**config.mk**
```make
export PLATFORM = sky130hd
export DESIGN_NAME = slc3_mmio_resp
export DESIGN_NICKNAME = d
export VERILOG_FILES = /design/src/rtl/slc3_mmio_pkg.sv /design/src/rtl/slc3_sync2.sv /design/src/rtl/slc3_mmio_resp.sv
export SDC_FILE = /design/constraint.sdc
export NUM_CORES = 1
export LEC_CHECK = 0
export CAP_MARGIN = 20
export CELL_PAD_IN_SITES_DETAIL_PLACEMENT = 1
export CELL_PAD_IN_SITES_GLOBAL_PLACEMENT = 1
export CORE_MARGIN = 10
export CORE_UTILIZATION = 42
export CTS_BUF_LIST = sky130_fd_sc_hd__clkbuf_8
export DETAILED_ROUTE_END_ITERATION = 10
export GPL_TIMING_DRIVEN = 0
export HOLD_SLACK_MARGIN = 0.12
export PLACE_DENSITY = 0.85
export SLEW_MARGIN = 20
export SYNTH_ARGS = -nofsm -noshare
export SYNTH_HDL_FRONTEND = slang
export SYNTH_SLANG_ARGS = --single-unit
```
**constraint.sdc**
```tcl
create_clock -name clk -period 7.3 [get_ports clk]
set_clock_uncertainty 0.1 [all_clocks]
set_input_delay 0.73 -clock clk [delete_from_list [all_inputs] [get_ports clk]]
set_output_delay 0.73 -clock clk [all_outputs]
set_load 0.01 [all_outputs]
```
**src/rtl/slc3_mmio_pkg.sv**
```systemverilog
// Shared constants, state encoding and address decode for the SLC-3 memory/MMIO responder.
package slc3_mmio_pkg;

  localparam int          DATA_W      = 16;
  localparam logic [15:0] ADDR_HEX_SW = 16'hFFFF;
  localparam logic [15:0] ADDR_LED    = 16'hFFFE;
  localparam int          RAM_RD_LAT  = 1;

  typedef enum logic [2:0] {
    IDLE,
    ACCEPT,
    WAIT,
    DONE,
    HOLD
  } state_t;

  function automatic logic is_mmio(input logic [15:0] a);
    return (a == ADDR_HEX_SW) || (a == ADDR_LED);
  endfunction

endpackage

```
**src/rtl/slc3_sync2.sv**
```systemverilog
// Two-flop synchronizer for a bus of quasi-static inputs (switches), async reset to zero.
module slc3_sync2 #(
  parameter int DATA_W = 16
) (
  input  logic              clk,
  input  logic              reset,
  input  logic [DATA_W-1:0] d,
  output logic [DATA_W-1:0] q
);

  logic [DATA_W-1:0] meta_p0;

  always_ff @(posedge clk or posedge reset) begin
    if (reset) begin
      meta_p0 <= '0;
      q       <= '0;
    end else begin
      meta_p0 <= d;
      q       <= meta_p0;
    end
  end

endmodule

```
**src/rtl/slc3_mmio_resp.sv**
```systemverilog
// SLC-3 memory responder: turns a 3-cycle CPU access window into one RAM/MMIO access and a rdy pulse.
// Define SLC3_SW_SYNC_EN to pass the switch inputs through a two-flop synchronizer before the read mux.
module slc3_mmio_resp
  import slc3_mmio_pkg::*;
(
  input  logic        clk,
  input  logic        reset,
  input  logic        mem_ena,
  input  logic        mem_wr_ena,
  input  logic [15:0] addr,
  input  logic [15:0] wdata,
  output logic [15:0] rdata,
  output logic        rdy,
  output logic        ram_en,
  output logic        ram_we,
  output logic [15:0] ram_addr,
  output logic [15:0] ram_wdata,
  input  logic [15:0] ram_rdata,
  input  logic [15:0] sw_i,
  output logic [15:0] hex_o,
  output logic [15:0] led_o
);

  state_t      state;
  logic [15:0] cap_addr;
  logic [15:0] cap_data;
  logic        cap_wr;
  logic [1:0]  wait_cnt;
  logic [15:0] sw_val;

`ifdef SLC3_SW_SYNC_EN
  slc3_sync2 #(.DATA_W(DATA_W)) u_sw_sync (
    .clk   (clk),
    .reset (reset),
    .d     (sw_i),
    .q     (sw_val)
  );
`else
  assign sw_val = sw_i;
`endif

  function automatic logic [15:0] rd_mux(input logic [15:0] a, input logic [15:0] ram,
                                         input logic [15:0] sw, input logic [15:0] led);
    if (a == ADDR_HEX_SW)   return sw;
    else if (a == ADDR_LED) return led;
    else                    return ram;
  endfunction

  always_ff @(posedge clk or posedge reset) begin
    if (reset) begin
      state     <= IDLE;
      cap_addr  <= '0;
      cap_data  <= '0;
      cap_wr    <= 1'b0;
      wait_cnt  <= '0;
      rdata     <= '0;
      rdy       <= 1'b0;
      ram_en    <= 1'b0;
      ram_we    <= 1'b0;
      ram_addr  <= '0;
      ram_wdata <= '0;
      hex_o     <= '0;
      led_o     <= '0;
    end else begin
      ram_en <= 1'b0;
      ram_we <= 1'b0;
      rdy    <= 1'b0;
      unique case (state)
        IDLE: begin
          if (mem_ena) begin
            cap_addr <= addr;
            cap_data <= wdata;
            cap_wr   <= mem_wr_ena;
            // RAM strobes are registered here so they are high exactly during ACCEPT.
            if (!is_mmio(addr)) begin
              ram_en    <= 1'b1;
              ram_we    <= mem_wr_ena;
              ram_addr  <= addr;
              ram_wdata <= wdata;
            end
            state <= ACCEPT;
          end
        end
        ACCEPT: begin
          if (cap_wr && cap_addr == ADDR_HEX_SW) hex_o <= cap_data;
          if (cap_wr && cap_addr == ADDR_LED)    led_o <= cap_data;
          wait_cnt <= 2'(RAM_RD_LAT - 1);
          state    <= WAIT;
        end
        WAIT: begin
          if (wait_cnt == '0) begin
            if (!cap_wr) rdata <= rd_mux(cap_addr, ram_rdata, sw_val, led_o);
            rdy   <= 1'b1;
            state <= DONE;
          end else begin
            wait_cnt <= wait_cnt - 2'd1;
          end
        end
        DONE: begin
          // A still-high mem_ena belongs to the finished access and must not start another.
          state <= mem_ena ? HOLD : IDLE;
        end
        HOLD: begin
          if (!mem_ena) state <= IDLE;
        end
        default: state <= IDLE;
      endcase
    end
  end

endmodule

```
Run 1, metal 1:
Supply wires on this layer in grey.
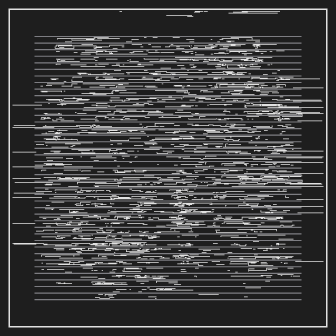
wire length on this layer: 6110 um
nets with wire on the layer: 557
share of all routed wire: 41%
via count: 3632
met1 Usage GRT: 21.1%
final WL: 14900 um

Run 1, met2 routing:
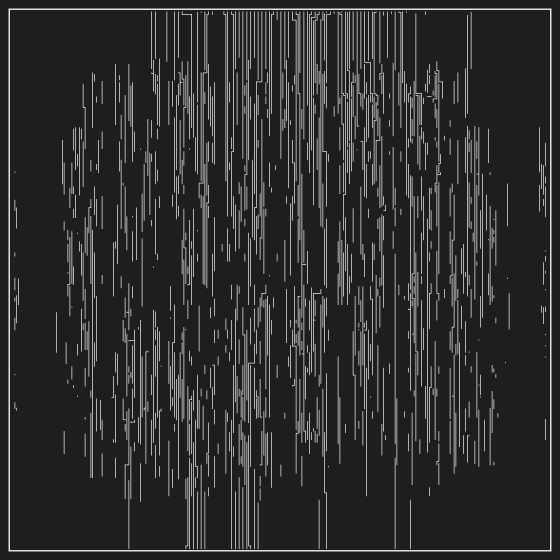
share of all routed wire: 51%
longest straight run: 59.8 um
nets with wire on the layer: 562
wire length on this layer: 7660 um
main direction: vertical

Run 1, signal wires on met3:
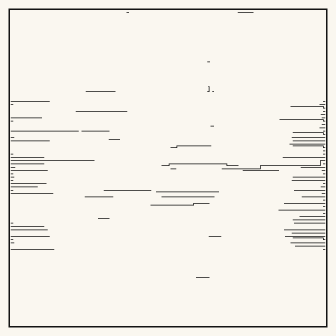
longest straight run: 34.3 um
wire length on this layer: 913 um
met3 usage: 5.20%

==> metrics.csv, run 1 <==
stage,metric,value,unit
floorplan,tap cells,147,
grt,layer with the highest usage,met2,
final_timing,unrepaired setup endpoints after global routing,no,
yosys,count of mapped cells out of synthesis,365,
final_timing,setup violators final,0,
layout,Logic cell area,1940,um2
layout,Flop area,3030,um2
final_timing,Slew headroom,56.0,%
floorplan,FP Core Util,42.8,%
worst_hold_path,Worst Hold Class,reg2reg,
clocking,CTS Sinks,121,
yosys,xor/xnor share of the synthesized area,0.170,%
grt,initial antenna violation count,0,
pwr,Clock group,0.572,mW
pwr,Switching Share,33.1,%
routing,Final ANT Viol Nets,0,
final_timing,minimum clock period,2.44,ns
yosys,Mux area share,23.1,%
yosys,Synth area leaders,"dfrtp_1, mux2_2, mux2_4",
clocking,CTS Buf Count,17,
layout,layout cell share with drive strength beyond 1,23.5,%
pwr,VDD IR max,190,uV
place,DP Area,6860,um2
pwr,power per standard cell area,359,nW/um2
routing,drt via density,5.23,
clocking,post-CTS sizing,0,
yosys,"count leader, synth",dfrtp_1,
layout,most instantiated logic cell after routing,clkdlybuf4s50_1,
yosys,Synth cell types,43,
floorplan,Ports,151,
pwr,P_seq,1.07,mW
pwr,Internal Power,1.74,mW
place,Placed Cells incl. Taps,663,
layout,Clock-cell share,5.21,%
routing,Top Layer Used,met4,
yosys,simple-gate share of the synthesized area,8.69,%
status,outcome,completed,
final_timing,Setup TNS Final,0,ns
final_timing,hold slack,0.382,ns
layout,post-route cell area,7230,um2
final_timing,Max Slew Vio Count,0,
yosys,Dominant flop cell,dfrtp_1,
layout,Final Non-Filler Cells,695,
place,routability cong.,0.756,
routing,WL/cell,21.4,um
layout,"Buffers, non-clock",172,
final_timing,Worst-Margin Slew,0.657,ns
worst_setup_path,CP Data Required Time,7.49,ns
yosys,"Seq/Total Area, Yosys",58.9,%
yosys,Mapped Nets,434,
pwr,clock share of power,22.0,%
floorplan,row count,40,
layout,logic share of the area,26.9,%
yosys,Syn Area/Cell,14.1,um2
flow_run,Max-Cap Viols,0,
layout,Area Growth Syn to Fin,40.7,%
pwr,Leak,3.35,nW
grt,number of global-route vias before repair,4174,
yosys,Synth area leader,dfrtp_1,
flow_run,count of tool warnings,26,
worst_setup_path,flop2flop setup slack,4.86,ns
worst_setup_path,crit path capture type,flip-flop,
yosys,synth warn,0,
clocking,insertion delay at the late pin of the worst-skew pair,0.43,ns
layout,dominant kind of cell by area,sequential cells,
floorplan,Core Region,12000,um2
worst_setup_path,CP max stage delay,0.41,ns
worst_setup_path,"most used cell, CP",clkbuf_1,
clocking,clock-pin slew on the worst setup and hold paths,0.08,ns
worst_setup_path,CP Max Fanout,10,
routing,Initial DRC Count,184,
place,DP Worst Slack,4.46,ns
yosys,Post-Synth Adder-Cell Area,0.243,%
yosys,ao+oa area frac,5.67,%
floorplan,die width,131,um
==> run 1: cells by family after synthesis <==
family	after synthesis
simple gates	80
mux	97
compound gates	41
flops	121
xor+xnor	1
fa+ha+maj	1
buf+inv	24
==> run 1: path summary, 6_finish.rpt <==
check | from | endpoint
setup reg to reg | wait_cnt[0]$_DFFE_PP0P_ | rdata[8]$_DFFE_PP0P_
min in group asynchronous | reset | ram_wdata[4]$_DFFE_PP0P_
setup / recovery | wait_cnt[0]$_DFFE_PP0P_ | rdata[8]$_DFFE_PP0P_
hold / removal | cap_addr[12]$_DFFE_PP0P_ | cap_addr[12]$_DFFE_PP0P_
max in group asynchronous | reset | hex_o[6]$_DFFE_PP0P_
hold reg to reg | cap_addr[12]$_DFFE_PP0P_ | cap_addr[12]$_DFFE_PP0P_
==> run 2, diff against run 1 <==
--- a/config.mk
+++ b/config.mk
@@ -9,12 +9,12 @@
 export CELL_PAD_IN_SITES_DETAIL_PLACEMENT = 1
 export CELL_PAD_IN_SITES_GLOBAL_PLACEMENT = 1
 export CORE_MARGIN = 10
-export CORE_UTILIZATION = 42
+export CORE_UTILIZATION = 39
 export CTS_BUF_LIST = sky130_fd_sc_hd__clkbuf_8
 export DETAILED_ROUTE_END_ITERATION = 10
 export GPL_TIMING_DRIVEN = 0
 export HOLD_SLACK_MARGIN = 0.12
-export PLACE_DENSITY = 0.85
+export PLACE_DENSITY = 0.79
 export SLEW_MARGIN = 20
 export SYNTH_ARGS = -nofsm -noshare
 export SYNTH_HDL_FRONTEND = slang
==> constraint.sdc (replaced) <==
create_clock -name clk -period 2.52 [get_ports clk]
set_clock_uncertainty 0.1 [all_clocks]
set_input_delay 0.252 -clock clk [delete_from_list [all_inputs] [get_ports clk]]
set_output_delay 0.252 -clock clk [all_outputs]
set_load 0.01 [all_outputs]
Run 2, metal 1:
Supply wires on this layer in grey.
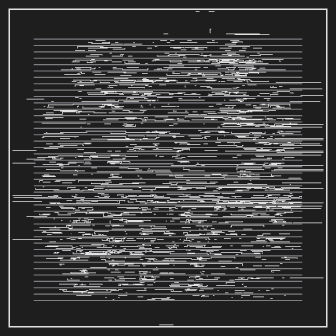
longest straight run: 57.0 um
share of all routed wire: 41%

Run 2, signal wires on met3:
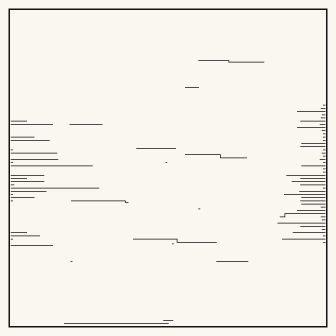
main direction: horizontal
share of all routed wire: 5.0%
wire length on this layer: 775 um
longest straight run: 44.4 um

==> metrics.csv, run 2 <==
stage,metric,value,unit,change
yosys,"count leader, synth",dfrtp_1,,unchanged
worst_setup_path,worst reg-to-reg path cell count,7,,was 8
routing,Top Layer Used,met4,,unchanged
floorplan,row count,41,,was 40
place,DP Area,6920,um2,was 6860 um2
final_timing,hold slack,0.151,ns,was 0.382 ns
floorplan,Die ar.,18200,um2,was 17100 um2
final_timing,Setup TNS Final,0,ns,unchanged
worst_setup_path,slowest CP cell,dfrtp_1,,unchanged
final_timing,fmax,433,MHz,was 410 MHz
layout,post-route cell area,7260,um2,was 7230 um2
routing,via count,3628,,was 3632
yosys,Mapped Area,5140,um2,unchanged
worst_setup_path,crit path capture type,flip-flop,,unchanged
pwr,clock share of power,20.7,%,was 22.0%
yosys,Syn Area/Cell,14.1,um2,unchanged
clocking,insertion delay at the late pin of the worst-skew pair,0.44,ns,was 0.43 ns
clocking,root buffer cell,clkbuf_8,,unchanged
grt,layer with the highest usage,met2,,unchanged
grt,GRT Total Usage,17.6,%,was 17.8%
grt,initial antenna violation count,0,,unchanged
place,Placed Cells incl. Taps,690,,was 663
worst_setup_path,Crit Path Class,reg2reg,,unchanged
layout,final core utilization,56.9,%,was 60.2%
yosys,Synth cell types,43,,unchanged
routing,WL/cell,21.5,um,was 21.4 um
final_timing,final worst slack,0.212,ns,was 4.86 ns
clocking,CTS Buf Count,17,,unchanged
final_timing,Max Slew Vio Count,0,,unchanged
routing,DRC errors left,0,,unchanged
pwr,P_seq,3.09,mW,was 1.07 mW
worst_setup_path,reg-to-reg endpoint,rdata[8]$_DFFE_PP0P_,,unchanged
routing,final WL,15500,um,was 14900 um
yosys,Dominant flop cell,dfrtp_1,,unchanged
yosys,simple-gate share of the synthesized area,8.69,%,unchanged
yosys,yosys stat chip area,5140,um2,unchanged
clocking,hold_buf cts,0,,unchanged
worst_setup_path,crit-path cells,"inv_1, ha_1, and4bb_1, nand2b_1, a31o_2, clkbuf_1, o21ai_0",,"was inv_1, ha_1, and4bb_1, nand2b_1, clkbuf_1, a31o_2, clkbuf_1, o21ai_0"
place,DP Worst Slack,0.0613,ns,was 4.46 ns
worst_setup_path,CP max stage delay,0.40,ns,was 0.41 ns
pwr,Comb pwr share,37.4,%,was 36.9%
pwr,VDD IR max,432,uV,was 190 uV
yosys,Post-Synth Adder-Cell Area,0.243,%,unchanged
worst_setup_path,CP startpoint,wait_cnt[0]$_DFFE_PP0P_,,unchanged
grt,number of global-route vias before repair,4258,,was 4174
layout,"commonest non-fill, non-tap cells in the layout","clkdlybuf4s50_1, dfrtp_1, nand2_1, mux2_2, mux2_4",,unchanged
yosys,count of mapped cells out of synthesis,365,,unchanged
routing,Final ANT Viol Nets,0,,unchanged
worst_setup_path,flop2flop setup slack,0.21,ns,was 4.86 ns
layout,fin nets,605,,was 604
final_timing,setup violators final,0,,unchanged
final_timing,Slew headroom,55.5,%,was 56.0%
yosys,"area share, top type",58.9,%,unchanged
layout,most instantiated logic cell after routing,clkdlybuf4s50_1,,unchanged
worst_setup_path,RR Startpoint,wait_cnt[0]$_DFFE_PP0P_,,unchanged
yosys,xor/xnor share of the synthesized area,0.170,%,unchanged
worst_setup_path,CP endpoint,rdata[8]$_DFFE_PP0P_,,unchanged
pwr,Comb power,2.77,mW,was 0.957 mW
layout,layout cell share with drive strength beyond 1,22.3,%,was 23.5%
floorplan,Core Region,12800,um2,was 12000 um2
floorplan,FP Core Util,40.2,%,was 42.8%
floorplan,Ports,151,,unchanged
yosys,ys flops,121,,unchanged
clocking,post-CTS sizing,0,,unchanged
yosys,Synth area leaders,"dfrtp_1, mux2_2, mux2_4",,unchanged
yosys,ys async rst share,100,%,unchanged
yosys,Mapped Nets,434,,unchanged
yosys,synth warn,0,,unchanged
clocking,CTS Sinks,121,,unchanged
pwr,Leak,3.41,nW,was 3.35 nW
pwr,Internal Power,5.05,mW,was 1.74 mW
final_timing,minimum clock period,2.31,ns,was 2.44 ns
final_timing,unrepaired setup endpoints after global routing,no,,unchanged
routing,drt via density,5.05,,was 5.23
floorplan,die width,135,um,was 131 um
grt,total grt overflow,0,,unchanged
worst_setup_path,CP Max Fanout,10,,unchanged
flow_run,Max-Cap Viols,0,,unchanged
layout,Final Non-Filler Cells,719,,was 695
place,Post-DP HPWL,12000,um,was 11500 um
layout,Area Growth Syn to Fin,41.3,%,was 40.7%
final_timing,Worst-Margin Slew,0.667,ns,was 0.657 ns
clocking,Clock Tree Buf Depth,2,,unchanged
pwr,Clock group,1.53,mW,was 0.572 mW
status,outcome,completed,,unchanged
flow_run,count of tool warnings,26,,unchanged
pwr,power per standard cell area,1020,nW/um2,was 359 nW/um2
grt,met1 Usage GRT,19.7,%,was 21.1%
grt,met3 usage,5.45,%,was 5.20%
worst_setup_path,CP Data Required Time,2.72,ns,was 7.49 ns
yosys,Synth area leader,dfrtp_1,,unchanged
grt,first-pass GRT wire length,24600,um,was 23400 um
yosys,"Seq/Total Area, Yosys",58.9,%,unchanged
yosys,Mux area share,23.1,%,unchanged
grt,met2 Usage GRT,30.6,%,was 30.4%
routing,Initial DRC Count,194,,was 184
worst_hold_path,Worst Hold Class,in2async,,was reg2reg
place,routability cong.,0.759,,was 0.756
clocking,clock-pin slew on the worst setup and hold paths,0.06,ns,was 0.08 ns
pwr,Switching Share,31.7,%,was 33.1%
yosys,ao+oa area frac,5.67,%,unchanged
## run 2: worst reg2reg max path, delay by kind of cell (launching register included)
kind | cells | cell delay (ns)
flip-flops | 1 | 0.40
adder cells (fa/ha/maj) | 1 | 0.25
AND-OR/OR-AND | 2 | 0.43
AND/OR/NAND/NOR | 2 | 0.56
buffers and inverters | 2 | 0.42
## run 2: area by class of cell
type                       instances  area, um2
fill                            1270       5510
sequential                       121       3030
multi-input combinational        220       1950
timing repair buffer             153       1560
clock buffer                      20        275
tap                              172        215
buffer                            20        153
clock inverter                    10       66.3
inverter                           3       15.0
## run 2: cell families (layout without fill, tap and decap cells)
group,count (synthesis),count (layout)
mux,97,97
xor+xnor,1,1
fa+ha+maj,1,1
flops,121,121
compound gates,41,41
simple gates,80,80
buf+inv,24,206
==> run 3, diff against run 2 <==
--- a/config.mk
+++ b/config.mk
@@ -12,7 +12,6 @@
 export CORE_UTILIZATION = 39
 export CTS_BUF_LIST = sky130_fd_sc_hd__clkbuf_8
 export DETAILED_ROUTE_END_ITERATION = 10
-export GPL_TIMING_DRIVEN = 0
 export HOLD_SLACK_MARGIN = 0.12
 export PLACE_DENSITY = 0.79
 export SLEW_MARGIN = 20
Run 3, clock wiring as the flow saved it:
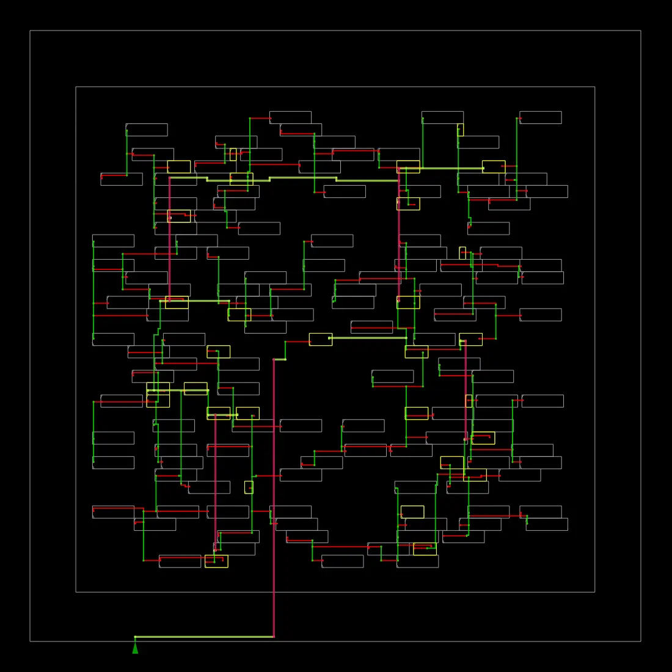
Clock group: 1.57 mW
CTS Buf Count: 17

Run 3, metal 1:
Supply wires on this layer in grey.
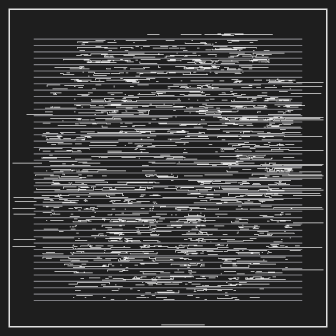
met1 Usage GRT: 19.9%
via count: 3611
final WL: 15000 um

==> metrics.csv, run 3 <==
stage,metric,value,unit,change
clocking,root buffer cell,clkbuf_8,,unchanged
floorplan,die width,135,um,unchanged
routing,DRC errors left,0,,unchanged
yosys,"Seq/Total Area, Yosys",58.9,%,unchanged
pwr,clock share of power,21.2,%,was 20.7%
worst_setup_path,CP Data Required Time,2.76,ns,was 2.72 ns
grt,initial antenna violation count,0,,unchanged
routing,Final ANT Viol Nets,0,,unchanged
yosys,ys async rst share,100,%,unchanged
yosys,Synth area leaders,"dfrtp_1, mux2_2, mux2_4",,unchanged
worst_setup_path,crit path capture type,flip-flop,,unchanged
yosys,top cells by count,"dfrtp_1, nand2_1, mux2_2",,unchanged
worst_setup_path,Crit Path Class,reg2reg,,unchanged
pwr,VDD IR max,591,uV,was 432 uV
yosys,ys cells,365,,unchanged
floorplan,Core Region,12800,um2,unchanged
flow_run,count of tool warnings,26,,unchanged
clocking,Clock Tree Buf Depth,2,,unchanged
worst_setup_path,crit-path cells,"inv_1, ha_1, and4bb_1, and4b_1, a32oi_1, o21ai_0",,"was inv_1, ha_1, and4bb_1, nand2b_1, a31o_2, clkbuf_1, o21ai_0"
clocking,clock-pin slew on the worst setup and hold paths,0.07,ns,was 0.06 ns
layout,FILL cells,1267,,was 1270
flow_run,Max-Cap Viols,0,,unchanged
layout,Final Non-Filler Cells,709,,was 719
layout,"commonest non-fill, non-tap cells in the layout","clkdlybuf4s50_1, dfrtp_1, nand2_1, mux2_2, mux2_4",,unchanged
layout,Area Growth Syn to Fin,40.3,%,was 41.3%
place,DP Area,6850,um2,was 6920 um2
final_timing,Max Slew Vio Count,0,,unchanged
grt,GRT Total Usage,16.9,%,was 17.6%
yosys,count of mapped cells out of synthesis,365,,unchanged
final_timing,setup violators final,0,,unchanged
grt,first-pass GRT wire length,23800,um,was 24600 um
final_timing,Slew headroom,54.3,%,was 55.5%
yosys,ys flops,121,,unchanged
layout,Flop area,3030,um2,unchanged
floorplan,row count,41,,unchanged
yosys,Mapped Nets,434,,unchanged
final_timing,"Period Utilization, post-route",88.9,%,was 91.6%
yosys,yosys stat chip area,5140,um2,unchanged
worst_setup_path,flop2flop setup slack,0.28,ns,was 0.21 ns
layout,fin nets,595,,was 605
floorplan,Die Span Y,135,um,unchanged
worst_hold_path,Worst Hold Class,in2async,,unchanged
clocking,insertion delay at the late pin of the worst-skew pair,0.43,ns,was 0.44 ns
clocking,hold_buf cts,0,,unchanged
worst_setup_path,Stages on worst setup path,6,,was 7
layout,Logic cell area,1950,um2,unchanged
final_timing,Hold Fails Final Rpt,0,,unchanged
worst_setup_path,CP max stage delay,0.66,ns,was 0.40 ns
layout,final core utilization,56.4,%,was 56.9%
place,DP Worst Slack,0.283,ns,was 0.0613 ns
clocking,CTS Sinks,121,,unchanged
place,routability cong.,0.752,,was 0.759
grt,number of global-route vias before repair,4084,,was 4258
worst_setup_path,"Largest delay share family, worst path",simple AND/OR/NAND/NOR gates,,unchanged
worst_setup_path,reg-to-reg endpoint,rdata[12]$_DFFE_PP0P_,,was rdata[8]$_DFFE_PP0P_
yosys,Synth area leader,dfrtp_1,,unchanged
worst_setup_path,CP startpoint,wait_cnt[0]$_DFFE_PP0P_,,unchanged
floorplan,FP Core Util,40.2,%,unchanged
pwr,Comb pwr share,35.9,%,was 37.4%
final_timing,unrepaired setup endpoints after global routing,no,,unchanged
pwr,power per standard cell area,1020,nW/um2,about the same
worst_setup_path,CP endpoint,rdata[12]$_DFFE_PP0P_,,was rdata[8]$_DFFE_PP0P_
layout,post-route cell area,7210,um2,was 7260 um2
layout,layout cell share with drive strength beyond 1,22.5,%,was 22.3%
worst_setup_path,RR Startpoint,wait_cnt[0]$_DFFE_PP0P_,,unchanged
routing,First-pass DRT Iterations,4,,unchanged
worst_setup_path,slowest CP cell,and4b_1,,was dfrtp_1
worst_setup_path,CP Max Fanout,16,,was 10
status,outcome,completed,,unchanged
pwr,Leak,3.35,nW,was 3.41 nW
yosys,"count leader, synth",dfrtp_1,,unchanged
pwr,Comb power,2.65,mW,was 2.77 mW
final_timing,Worst-Margin Slew,0.685,ns,was 0.667 ns
layout,most instantiated logic cell after routing,clkdlybuf4s50_1,,unchanged
yosys,synth warn,0,,unchanged
clocking,Post-CTS Setup Inserts,0,,unchanged
worst_setup_path,worst reg-to-reg path cell count,6,,was 7
final_timing,fmax,447,MHz,was 433 MHz
final_timing,minimum clock period,2.24,ns,was 2.31 ns
routing,Detail Route met3 WL,683,um,was 775 um
routing,WL/cell,21.2,um,was 21.5 um
routing,drt via density,5.09,,was 5.05
final_timing,Setup TNS Final,0,ns,unchanged
yosys,Synth cell types,43,,unchanged
final_timing,final worst slack,0.280,ns,was 0.212 ns
pwr,P_seq,3.17,mW,was 3.09 mW
yosys,"area share, top type",58.9,%,unchanged
place,Placed Cells incl. Taps,679,,was 690
grt,total grt overflow,0,,unchanged
pwr,Switching Share,31.3,%,was 31.7%
routing,Initial DRC Count,169,,was 194
yosys,Mapped Area,5140,um2,unchanged
yosys,Syn Area/Cell,14.1,um2,unchanged
yosys,Dominant flop cell,dfrtp_1,,unchanged
place,Post-DP HPWL,11300,um,was 12000 um
pwr,Internal Power,5.08,mW,was 5.05 mW
final_timing,hold slack,0.172,ns,was 0.151 ns
routing,Top Layer Used,met4,,unchanged
clocking,post-CTS sizing,0,,unchanged
floorplan,Die ar.,18200,um2,unchanged
floorplan,Ports,151,,unchanged
[run 3: routing by layer]
metal | vias to the layer above | global-route usage, %
met5 | - | 0
met4 | 0 | 7.19
met3 | 19 | 4.41
met2 | 93 | 28.5
met1 | 1865 | 19.9
li1 | 1634 | -
[run 3: kinds of logic after synthesis]
family | Yosys count | synth area share (%)
and+or+nand+nor | 80 | 8.69
adders and majority gates | 1 | 0.243
buffers and inverters | 24 | 3.26
muxes | 97 | 23.1
xor gates and xnor gates | 1 | 0.170
DFF | 121 | 58.9
AOI/OAI and AO/OA | 41 | 5.67
[run 3: layout make-up]
class | instances | area share, %
clock buffer | 25 | 4.77
clock inverter | 5 | 0.278
inverter | 3 | 0.208
multi-input combinational | 220 | 27.1
sequential | 121 | 42.0
tap | 172 | 2.99
timing repair buffer | 163 | 22.7
Power figures rest on the tool's default switching activity, not on a simulated workload.
